**Run 1: congestion heat map**

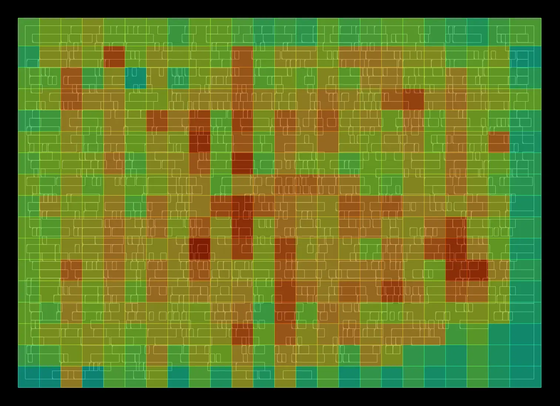
**Run 1: I/O nets highlighted**

Scale: 1.5 px per um.
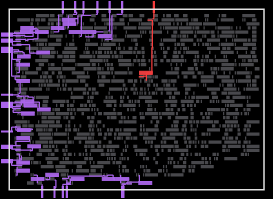
**Run 1: cell area per tile**

Scale: 2 px per um. 17 x 12 tiles, from dark blue (low) to red (high), 0 to 100% covered.
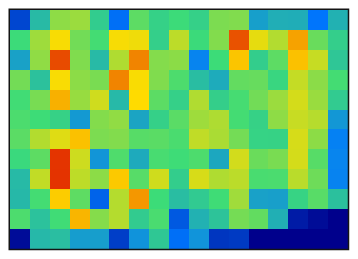
**Run 1: metal 4**

Scale: 2 px per um. Supply wires on this layer in grey.
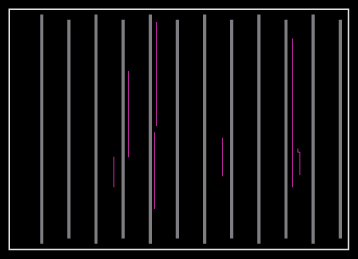
**src/rtl/pwm_cap_pkg.sv**
```systemverilog
// pwm_cap_pkg: shared types and widths for the servo PWM capture decoder.
//   state_e   - frame tracking FSM states
//   CNT_W     - width of the on-time/period counters
//   ANGLE_W   - width of the decoded angle code
//   ANGLE_MAX - largest angle code
package pwm_cap_pkg;
   typedef enum logic [1:0] {IDLE, HIGH, DECODE, LOW} state_e;
   localparam int CNT_W = 28;
   localparam int ANGLE_W = 4;
   localparam int ANGLE_MAX = 15;
endpackage

```
**src/rtl/pwm_in_conditioner.sv**
```systemverilog
// pwm_in_conditioner: synchronizes the async PWM line, optionally deglitches it, and
// produces the filtered level plus single-cycle rise/fall pulses.
//   clk, rst_n - clock, async active-low reset
//   pwm_i      - asynchronous PWM line
//   lvl_o      - conditioned level
//   rise_o     - one-cycle pulse on a 0->1 of lvl_o
//   fall_o     - one-cycle pulse on a 1->0 of lvl_o
// Macro PWM_GLITCH_FILTER_EN: lvl_o follows the synchronized input only after it has
// held a new value for FILT_LEN consecutive cycles.
module pwm_in_conditioner #(
   parameter int unsigned FILT_LEN = 4
) (
   input  logic clk,
   input  logic rst_n,
   input  logic pwm_i,
   output logic lvl_o,
   output logic rise_o,
   output logic fall_o
);
   logic [1:0] sync_q;
   logic       prev_q;
   always_ff @(posedge clk or negedge rst_n) begin
      if (!rst_n) begin
         sync_q <= '0;
         prev_q <= 1'b0;
      end else begin
         sync_q <= {sync_q[0], pwm_i};
         prev_q <= lvl_o;
      end
   end
`ifdef PWM_GLITCH_FILTER_EN
   localparam int unsigned CW = $clog2(FILT_LEN + 1);
   logic [CW-1:0] cnt_q;
   logic          lvl_q;
   // Count consecutive cycles the synchronized input disagrees with lvl_q; any
   // agreement restarts the count, so short pulses and gaps never get through.
   always_ff @(posedge clk or negedge rst_n) begin
      if (!rst_n) begin
         cnt_q <= '0;
         lvl_q <= 1'b0;
      end else if (sync_q[1] == lvl_q) begin
         cnt_q <= '0;
      end else if (cnt_q == CW'(FILT_LEN - 1)) begin
         cnt_q <= '0;
         lvl_q <= sync_q[1];
      end else begin
         cnt_q <= cnt_q + 1'b1;
      end
   end
   assign lvl_o = lvl_q;
`else
   assign lvl_o = sync_q[1];
`endif
   assign rise_o = lvl_o & ~prev_q;
   assign fall_o = ~lvl_o & prev_q;
endmodule

```
**src/rtl/pwm_capture_decoder.sv**
```systemverilog
// pwm_capture_decoder: measures high time and period of a servo PWM line, validates
// the frame against servo limits and decodes the high time back to a 4-bit angle code.
//   clk, rst_n   - clock, async active-low reset
//   pwm_in       - asynchronous PWM line
//   on_time      - last valid high time in cycles
//   period       - last valid rising-to-rising period in cycles
//   angle        - decoded angle code of the last valid frame
//   sample_valid - one-cycle strobe when the outputs above are updated
//   locked       - the last frame was valid
//   frame_err    - one-cycle strobe on a rejected frame or timeout
// Macro PWM_GLITCH_FILTER_EN enables the FILT_LEN glitch filter on the input.
module pwm_capture_decoder
   import pwm_cap_pkg::*;
#(
   parameter int unsigned ON_MIN     = 100_000,
   parameter int unsigned ON_STEP    = 6_667,
   parameter int unsigned PERIOD_MIN = 1_800_000,
   parameter int unsigned PERIOD_MAX = 2_200_000,
   parameter int unsigned FILT_LEN   = 4
) (
   input  logic               clk,
   input  logic               rst_n,
   input  logic               pwm_in,
   output logic [CNT_W-1:0]   on_time,
   output logic [CNT_W-1:0]   period,
   output logic [ANGLE_W-1:0] angle,
   output logic               sample_valid,
   output logic               locked,
   output logic               frame_err
);
   localparam logic [CNT_W-1:0]   STEP  = CNT_W'(ON_STEP);
   localparam logic [CNT_W-1:0]   HALF  = CNT_W'(ON_STEP / 2);
   localparam logic [CNT_W-1:0]   OMIN  = CNT_W'(ON_MIN);
   localparam logic [CNT_W-1:0]   HI_LO = CNT_W'(ON_MIN - ON_STEP / 2);
   localparam logic [CNT_W-1:0]   HI_HI = CNT_W'(ON_MIN + ANGLE_MAX * ON_STEP + ON_STEP / 2);
   localparam logic [CNT_W-1:0]   P_MIN = CNT_W'(PERIOD_MIN);
   localparam logic [CNT_W-1:0]   P_MAX = CNT_W'(PERIOD_MAX);
   localparam logic [ANGLE_W-1:0] Q_MAX = ANGLE_W'(ANGLE_MAX);

   logic lvl, rise, fall;
`ifdef PWM_GLITCH_FILTER_EN
   pwm_in_conditioner #(.FILT_LEN(FILT_LEN)) u_cond (
`else
   pwm_in_conditioner u_cond (
`endif
      .clk    (clk),
      .rst_n  (rst_n),
      .pwm_i  (pwm_in),
      .lvl_o  (lvl),
      .rise_o (rise),
      .fall_o (fall)
   );

   state_e             state_q;
   logic [CNT_W-1:0]   hi_cnt_q, per_cnt_q, hi_lat_q, rem_q, on_time_q, period_q;
   logic [ANGLE_W-1:0] q_q, q_lat_q, angle_q;
   logic               sample_valid_q, locked_q, frame_err_q;
   logic               timeout;

   assign timeout = per_cnt_q >= P_MAX;

   always_ff @(posedge clk or negedge rst_n) begin
      if (!rst_n) begin
         state_q        <= IDLE;
         hi_cnt_q       <= '0;
         per_cnt_q      <= '0;
         hi_lat_q       <= '0;
         rem_q          <= '0;
         q_q            <= '0;
         q_lat_q        <= '0;
         on_time_q      <= '0;
         period_q       <= '0;
         angle_q        <= '0;
         sample_valid_q <= 1'b0;
         locked_q       <= 1'b0;
         frame_err_q    <= 1'b0;
      end else begin
         sample_valid_q <= 1'b0;
         frame_err_q    <= 1'b0;
         if (state_q != IDLE) per_cnt_q <= per_cnt_q + 1'b1;
         if (state_q == HIGH && lvl) hi_cnt_q <= hi_cnt_q + 1'b1;
         // Later assignments in the case override the free-running increments above,
         // so a rise restarts both counters at 1 (the rise cycle itself).
         unique case (state_q)
            IDLE: begin
               if (rise) begin
                  hi_cnt_q  <= CNT_W'(1);
                  per_cnt_q <= CNT_W'(1);
                  state_q   <= HIGH;
               end
            end
            HIGH: begin
               if (timeout) begin
                  frame_err_q <= 1'b1;
                  locked_q    <= 1'b0;
                  state_q     <= IDLE;
               end else if (fall) begin
                  hi_lat_q <= hi_cnt_q;
                  if (hi_cnt_q >= HI_LO && hi_cnt_q < HI_HI) begin
                     // Bias by half a step so the quotient rounds to the nearest code.
                     rem_q   <= hi_cnt_q - OMIN + HALF;
                     q_q     <= '0;
                     state_q <= DECODE;
                  end else begin
                     frame_err_q <= 1'b1;
                     locked_q    <= 1'b0;
                     state_q     <= IDLE;
                  end
               end
            end
            DECODE: begin
               if (rise) begin
                  frame_err_q <= 1'b1;
                  locked_q    <= 1'b0;
                  hi_cnt_q    <= CNT_W'(1);
                  per_cnt_q   <= CNT_W'(1);
                  state_q     <= HIGH;
               end else if (timeout) begin
                  frame_err_q <= 1'b1;
                  locked_q    <= 1'b0;
                  state_q     <= IDLE;
               end else if (rem_q >= STEP && q_q < Q_MAX) begin
                  rem_q <= rem_q - STEP;
                  q_q   <= q_q + 1'b1;
               end else begin
                  q_lat_q <= q_q;
                  state_q <= LOW;
               end
            end
            LOW: begin
               if (rise) begin
                  if (per_cnt_q >= P_MIN && per_cnt_q <= P_MAX) begin
                     on_time_q      <= hi_lat_q;
                     period_q       <= per_cnt_q;
                     angle_q        <= q_lat_q;
                     sample_valid_q <= 1'b1;
                     locked_q       <= 1'b1;
                  end else begin
                     frame_err_q <= 1'b1;
                     locked_q    <= 1'b0;
                  end
                  hi_cnt_q  <= CNT_W'(1);
                  per_cnt_q <= CNT_W'(1);
                  state_q   <= HIGH;
               end else if (timeout) begin
                  frame_err_q <= 1'b1;
                  locked_q    <= 1'b0;
                  state_q     <= IDLE;
               end
            end
         endcase
      end
   end

   assign on_time      = on_time_q;
   assign period       = period_q;
   assign angle        = angle_q;
   assign sample_valid = sample_valid_q;
   assign locked       = locked_q;
   assign frame_err    = frame_err_q;
endmodule

```
**config.mk**
```make
export PLATFORM = sky130hd
export DESIGN_NAME = pwm_capture_decoder
export DESIGN_NICKNAME = d
export VERILOG_FILES = /design/src/rtl/pwm_cap_pkg.sv /design/src/rtl/pwm_in_conditioner.sv /design/src/rtl/pwm_capture_decoder.sv
export SDC_FILE = /design/constraint.sdc
export NUM_CORES = 1
export LEC_CHECK = 0
export CELL_PAD_IN_SITES_DETAIL_PLACEMENT = 0
export CELL_PAD_IN_SITES_GLOBAL_PLACEMENT = 1
export CORE_ASPECT_RATIO = 0.7
export CORE_MARGIN = 2
export CORE_UTILIZATION = 49
export CTS_CLUSTER_SIZE = 20
export DETAILED_ROUTE_END_ITERATION = 10
export PLACE_DENSITY_LB_ADDON = 0.1
export SLEW_MARGIN = 20
export SYNTH_ARGS = -nofsm -noshare
export SYNTH_HDL_FRONTEND = slang
export SYNTH_SLANG_ARGS = --single-unit
```
**constraint.sdc**
```tcl
create_clock -name clk -period 5 [get_ports clk]
set_input_delay 1 -clock clk [delete_from_list [all_inputs] [get_ports clk]]
set_output_delay 1 -clock clk [all_outputs]
set_load 0.02 [all_outputs]
```
==> out/qor.yml, run 1 <==
status:
  status: "completed"
clock_network:
  clock_path_buffers: 2
  hold_buffers: 0
  cts_tree: "built"
final_layout:
  buffers_excl_clock: 76
  clock_buffers: 18
  comb_area_share_pct: 40.4
  comb_cells: 748
  combGateArea_um2: 4320
  largest_cell_class: "flip-flops and latches"
  fin_cells: 1301
  seq_cell_count: 188
  fin_nets: 1058
  antenna_cells: 0
  buf_share_pct: 7.02
  regArea_um2: 4700
pwr:
  p_sw_share_pct: 28.0
  cellPowerDensity_nw_per_um2: 308
  comb_power_share_pct: 10.4
  p_clk_share_pct: 39.1
  totalPowerFinal_mw: 3.29
  p_clk_mw: 1.29
  power.group.top: "registers"
sta:
  setup_viol: 0
  fin_setup_tns_ps: 0
  rsz0062_at_grt: "no"
  worst_pin_slew_ps: 841
  finalHoldViolCount: 0
min_path:
  hold_depth: 0
logic_synthesis:
  ff_type: "dfrtp_1"
  synth.ff_latch_count: 188
  yosysChipArea_um2: 9320
  syn_area_per_cell_um2: 9.21
  netlist_top_cells_count: "nand2_1 (215), dfrtp_1 (188), nor2_1 (93), clkbuf_1 (47), nand3_1 (46)"
  synth_area_um2: 9320
  synth.area.top_cells: "dfrtp_1 (50%), nand2_1 (8.7%), mux2_2 (4.0%)"
  yosysWarnings: 0
flow_run:
  warnings: 30
floorplanning:
  nWellTaps: 242
critical_path:
  r2r_start: "per_cnt_q[20]"
  cp-startpoint: "per_cnt_q[20]"
  cp-start-kind: "flop"
detailed_routing:
  drc: 0
  first_iter_violations: 601
placement:
  placed_cells: 1269
  dpl.hpwl_um: 14700
  preCtsSetupSlack_ps: 1130
global_route:
  grt_pass1_wl_um: 37700
  grt.overflow.total: 0
Notes on 'congestion heat map' above:
per-cell routed wire length: 17.1 um
M1 GR Usage: 38.2%
gr busiest metal: met1
M3 GR Usage: 3.99%
met2 Use GR: 32.7%

Notes on 'I/O nets highlighted' above:
Key: on_time = purple [bits 28, direction output, edge 16 left, 6 top, 6 bottom, end cells 28, wire 750 um]; locked = red [bits 1, direction output, edge top, end cells 1, wire 59.9 um]
number of port buffers: 65
top-level I/O count: 66

Notes on 'cell area per tile' above:
2.9% of the tiles are nearly empty. The fullest tile reaches 94%. The emptiest ninth of the die: bottom right.
Final Util: 56.9%
fp util: 49.7%

Notes on 'metal 4' above:
The wires run mostly vertical. The longest straight run is 74.1 um. 4 nets have wire on it. The layer carries 255 um of wire.

==> run 1: cells by family after synthesis <==
logic type               Yosys count  share of synthesized area [%]
multiplexers                      37                           4.41
adder cells (fa/ha/maj)            9                           1.21
buffers and inverters             76                           3.38
XOR/XNOR                          64                           6.01
AND/OR/NAND/NOR                  506                           25.2
flip-flops                       188                           50.5
AND-OR/OR-AND                    132                           9.29
==> run 1: critical path: cells and delay by family (launching register included) <==
family          cells  cell delay [ps]
simple gates        5             2420
compound gates      1              500
flops               1              470
buf+inv             1              350
==> run 1: state kept, by name, indices dropped and copies added, names as in the netlist, 28 cells and up <==
| signal | cells |
|---|---|
| on_time | 28 |
| period | 28 |
| hi_cnt_q | 28 |
| rem_q | 28 |
| hi_lat_q | 28 |
| per_cnt_q | 28 |
==> run 1: cell usage in the layout (no fill, tap or decap), types with 5 or more instances in the layout <==
cell	count
inv_1	15
ha_1	9
dfrtp_1	188
nor2_1	91
a21oi_1	33
or3_1	15
nor4_1	11
nor2b_1	5
nand2_1	215
nand3_1	46
or4_1	14
nor3_1	26
a22oi_1	5
buf_4	10
xor2_1	39
nand2b_1	9
or2_2	12
o21ai_1	5
o22ai_1	6
o211ai_1	12
clkbuf_16	17
xnor2_1	25
clkdlybuf4s50_1	64
nand4_1	15
and2_1	11
and3_1	17
mux2_2	33
o21ai_0	29
==> run 1: metal layers <==
| layer | global-route usage [%] | wire length, um | vias to the layer above |
|---|---|---|---|
| li1 | - | - | 3563 |
| met1 | 38.2 | 11900 | 3522 |
| met2 | 32.7 | 9170 | 142 |
| met3 | 3.99 | 872 | 19 |
| met4 | 6.09 | 254 | 0 |
| met5 | 0 | 0 | - |
**Run 1: clock wires, drivers and flops**

Scale: 2 px per um.
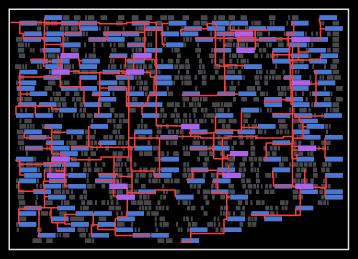

==> run 2: changes to the inputs <==
- CORE_UTILIZATION: 49 -> 41
- clock period: 5 -> 3.2 ns (I/O delays scaled with it)
**Run 2: clock wires, drivers and flops**

Scale: 2 px per um.
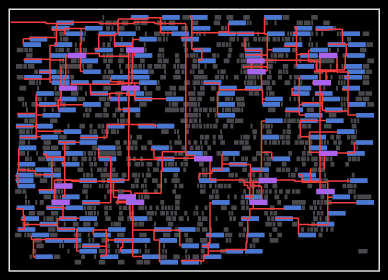
Key: flip-flops = blue [count 188]; clock drivers = purple [count 17]; clock wires = red [length 2600 um]
There are 18 routed clock nets.
clock network power: 2.24 mW
Fin Clk Skew: 7.94 ps
clk ins delay skew pair: 450 ps
clock power share: 41.1%

**Run 2: congestion heat map**

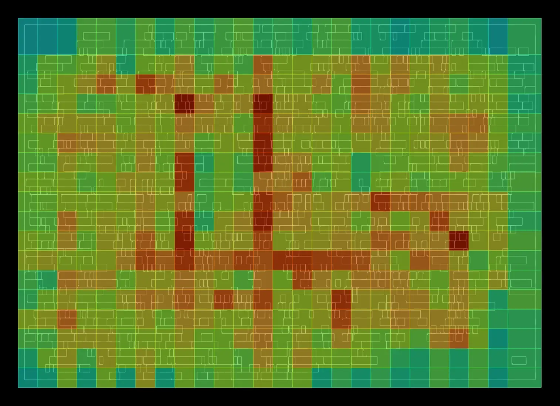
Final Util: 51.1%
M3 GR Usage: 4.69%

==> run 2 against run 1 <==
The run now ends with negative setup slack left. Synthesized cell count unchanged. Register-to-register slack worse by 1100 ps. Final cell count up 9.4%. Sequential share of layout area down 3.2 points. Flip-flop count unchanged. Critical endpoint is now on_time[14]. First-iteration DRC count up 3.0%.
==> out/qor.yml, run 2 <==
logic_synthesis:
  ys_sh_mux_pct: 4.41  # unchanged
  syn_area_per_cell_um2: 9.21  # unchanged
  netlist_logic_family_top: "simple AND/OR/NAND/NOR gates"
  simple_gate_area_share_pct: 25.2  # unchanged
  ys_sh_xor_pct: 6.01  # unchanged
  yosys.area_share.aoi_pct: 9.29  # unchanged
  yosysChipArea_um2: 9320  # unchanged
  synth.ff_latch_count: 188  # unchanged
  synth_area_um2: 9320  # unchanged
final_layout:
  lay_top_cells: "dfrtp_1 (188), nand2_1 (179), nor2_1 (91)"
  antenna_cells: 0  # unchanged
  lay_top_count: "dfrtp_1"
pwr:
  totalPowerFinal_mw: 5.46  # +66%
  comb_power_share_pct: 11.8  # +1.4 points
  cellPowerDensity_nw_per_um2: 475  # +54%
  p_sw_share_pct: 27.1  # -0.83 points
sta:
  fin_setup_tns_ps: -36.8  # -36.8 ps
  worst_pin_slew_ps: 577  # -264 ps
  setup_ws_ps: -9.09
  rsz0062_at_grt: "yes"
  setup_viol: 6  # +6
  finalHoldViolCount: 0  # unchanged
flow_run:
  warnings: 31  # +3.3%
global_route:
  grt_pass1_wl_um: 39600  # +5.0%
  grt.overflow.total: 0  # unchanged
  grtUsageMet2_pct: 28.1  # -4.6 points
detailed_routing:
  first_iter_violations: 619  # +3.0%
  wl_per_cell_um: 17.4  # +1.7%
clock_network:
  clock_path_buffers: 2  # unchanged
  cts_tree: "built"
status:
  status: "complete, but fails checks"
  violations: "negative setup slack"
placement:
  dpl.hpwl_um: 16700  # +13%
  io_buffers: 65  # unchanged
  preCtsSetupSlack_ps: -42.9  # -1170 ps
**Run 2: metal 4**

Scale: 2 px per um. Supply wires on this layer in grey.
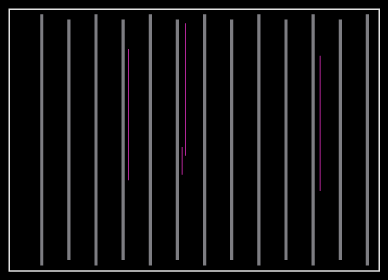
The layer holds 0.86% of the routed length. The longest straight run is 67.3 um. The wires run mostly vertical.
total length of routed wires: 24700 um
routed vias: 7475

-- run 2: netlist changes by cell type in the layout (fill, tap and decap cells not counted), sizes merged --
cell      delta
clkinv       -3
clkbuf       +4
clkinvlp     -1
inv          -1
buf         +50
bufinv       +3
-- run 2: per-layer routing --
layer / part of all wire (%) / vias up
met5: 0 / -
met4: 0.86 / 0
met3: 5.5 / 15
met2: 39 / 184
met1: 54 / 3626
li1: - / 3650
-- run 2: final timing paths --
path / startpoint / slack, ps / endpoint / cells after the start
max: per_cnt_q[17] / -9 / on_time[14] / 10
min: rst_n / 140 / rem_q[7] / 1
max reg2reg: per_cnt_q[17] / -9 / on_time[14] / 10
min reg2reg: u_cond.sync_q[0] / 410 / u_cond.sync_q[1] / 0
max in group asynchronous: rst_n / 2300 / hi_cnt_q[7] / 2
min in group clk: u_cond.sync_q[0] / 410 / u_cond.sync_q[1] / 0
-- run 2: worst register-to-register path: cells and delay by family (launching register included) --
kind                   cells  cell delay, ps
flip-flops                 1             380
buffers and inverters      3             490
AND-OR/OR-AND              1             420
AND/OR/NAND/NOR            6            1870
-- run 2: what timing repair did --
action,in CTS,in global routing
pin swaps,0,39
gates cloned,0,3
setup endpoints to repair,54,56
buffers inserted,0,3
gates resized,6,54
-- run 2: area by class of cell --
cell class	instances	area [um^2]	share of cell area [%]
Sequential cell	188	4700	40.9
Clock buffer	20	447	3.88
Clock inverter	12	159	1.38
Multi-Input combinational cell	748	4500	39.1
Tap cell	312	390	3.39
Inverter	15	56.3	0.489
Timing Repair Buffer	128	1250	10.9
-- run 2: kinds of logic after synthesis --
logic type | count (synthesis)
multiplexers | 37
adder cells (fa/ha/maj) | 9
XOR/XNOR | 64
AND/OR/NAND/NOR | 506
buffers and inverters | 76
flip-flops | 188
AND-OR/OR-AND | 132
**Run 2: I/O nets highlighted**

Scale: 1.5 px per um.
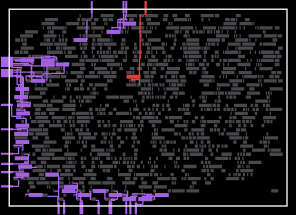

==> run 3: changes to the inputs <==
- CORE_UTILIZATION: 41 -> 49
- clock period: 3.2 -> 4.07 ns (I/O delays scaled with it)
**Run 3: I/O nets highlighted**

Scale: 1.5 px per um.
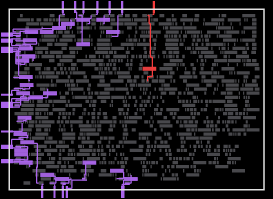
Key: locked = red [bits 1, direction output, edge top, end cells 1, wire 56.6 um]; on_time = purple [bits 28, direction output, edge 16 left, 6 top, 6 bottom, end cells 28, wire 675 um]

**Run 3: congestion heat map**

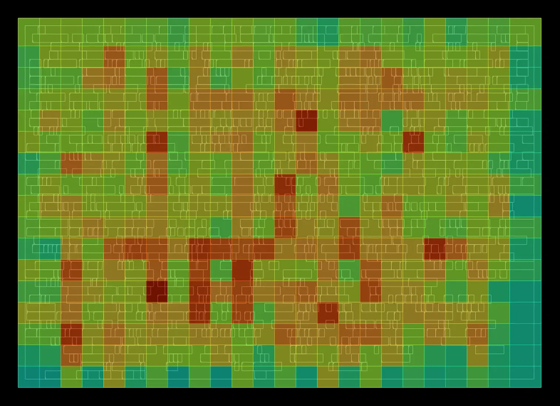
M1 GR Usage: 38.2%
Final Util: 57.5%

==> run 3 against run 2 <==
Combinational power is 33% lower. Highest routed layer unchanged. First-iteration DRC count is 16% higher. Setup slack better by 500 ps. Largest power group unchanged. Final area shrank 6.2%. Synthesized cell count unchanged. The flow now finishes without violations. Sequential power is 21% lower. Critical path depth shrank 3. Die size is 16% lower. Fmax decreased by 10%. Sequential share of layout area up 2.7 points. Total power is 23% lower.
==> out/qor.yml, run 3 <==
floorplanning:
  rows: 42
global_route:
  grt.overflow.total: 0  # unchanged
  grt_pass1_wl_um: 37100  # -6.3%
logic_synthesis:
  syn_area_per_cell_um2: 9.21  # unchanged
  simple_gate_area_share_pct: 25.2  # unchanged
  netlist_logic_family_top: "simple AND/OR/NAND/NOR gates"
  yosysChipArea_um2: 9320  # unchanged
  yosys.area_share.aoi_pct: 9.29  # unchanged
  synth_cell_types: 62
  synth_area_um2: 9320  # unchanged
  synth.ff_latch_count: 188  # unchanged
  ys_sh_xor_pct: 6.01  # unchanged
  ys_sh_mux_pct: 4.41  # unchanged
  edf_count: 0
clock_network:
  cts_setup_buffers: 0  # unchanged
  clkSinkCount: 188
  clock_path_buffers: 2  # unchanged
  cts_tree: "built"
  cts_resized: 0  # -6
  clock_latency_ps: 440  # about the same
flow_run:
  warnings: 30  # -3.2%
  cap_violations: 0
placement:
  io_buffers: 65  # unchanged
  dpl.hpwl_um: 15000  # -10%
  placed_cells: 1274
  gp_congestion: 0.807
  preCtsSetupSlack_ps: 490  # +533 ps
pwr:
  totalPowerFinal_mw: 4.18  # -23%
  cellPowerDensity_nw_per_um2: 388  # -18%
critical_path:
  required_ps: 4400
  cpPeakStageDelay_ps: 550
detailed_routing:
  first_iter_violations: 720  # +16%
  wl_per_cell_um: 17.1  # -1.2%
  via_count: 7339  # -1.8%
  finalWirelength_um: 22400  # -9.4%
sta:
  rsz0062_at_grt: "no"
  setup_ws_ps: 487  # +496 ps
  finalHoldViolCount: 0  # unchanged
  hold_slack_ps: 363
  final.setup_skew_ps: 13.3  # +5.33 ps
  fin_setup_tns_ps: 0  # +36.8 ps
  setup_viol: 0  # -6
final_layout:
  lay_top_cells: "nand2_1 (215), dfrtp_1 (188), nor2_1 (91)"
  lay_top_count: "nand2_1"
  antenna_cells: 0  # unchanged
status:
  status: "completed"
**Run 3: clock wires, drivers and flops**

Scale: 2 px per um.
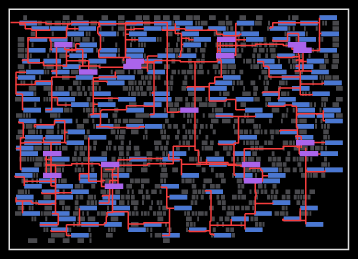
Key: clock drivers = purple [count 17]; clock wires = red [length 2360 um]; flip-flops = blue [count 188]
Position of the flops: spread over the die.

## run 3: netlist changes by cell type in the layout (fill, tap and decap cells not counted), moves of 3 or more
cell / delta
or4_4: -3
buf_6: -4
buf_12: -3
or4_1: +3
buf_4: -38
nand2_4: -15
nand2_1: +36
nand2_2: -21
## run 3: layer usage
layer	up-vias	GRT usage (%)	wire length, um
li1	3567	-	-
met1	3593	38.2	11900
met2	169	32.1	9290
met3	10	4.92	1040
met4	0	4.04	119
met5	-	0	0
## run 3: where the power goes
part	leakage [nW]	switching [mW]	total (mW)	internal (mW)
Combinational	2.16	0.260	0.432	0.173
Sequential	2.60	0.107	2.04	1.94
Clock	0.286	0.775	1.71	0.934
Total	5.05	1.14	4.18	3.04
## run 3: worst reg2reg max path, stage by stage (launching register included)
cell	delay (ps)
dfrtp_1	460
or4_1	560
or4_1	530
or4_1	540
a2111o_1	490
or2_2	440
buf_12	240
and2_1	210
## run 3: final timing paths
path / start / to / slack [ps] / cells past startpoint
setup / recovery: per_cnt_q[20] / period[25] / 490 / 7
hold / removal: rst_n / hi_lat_q[11] / 360 / 1
setup reg to reg: per_cnt_q[20] / period[25] / 490 / 7
hold reg to reg: u_cond.sync_q[0] / u_cond.sync_q[1] / 390 / 0
max in group asynchronous: rst_n / on_time[16] / 2810 / 2
min in group clk: u_cond.sync_q[0] / u_cond.sync_q[1] / 390 / 0
## run 3: cell type report
| class | instances | area, um^2 | area share, % |
|---|---|---|---|
| clock buffer | 18 | 439 | 4.07 |
| clock inverter | 14 | 156 | 1.45 |
| inverter | 15 | 56.3 | 0.522 |
| multi-input combinational | 748 | 4320 | 40.0 |
| sequential | 188 | 4700 | 43.6 |
| tap | 242 | 303 | 2.81 |
| timing repair buffer | 81 | 812 | 7.53 |
Power is estimated from default activity; no workload was simulated.
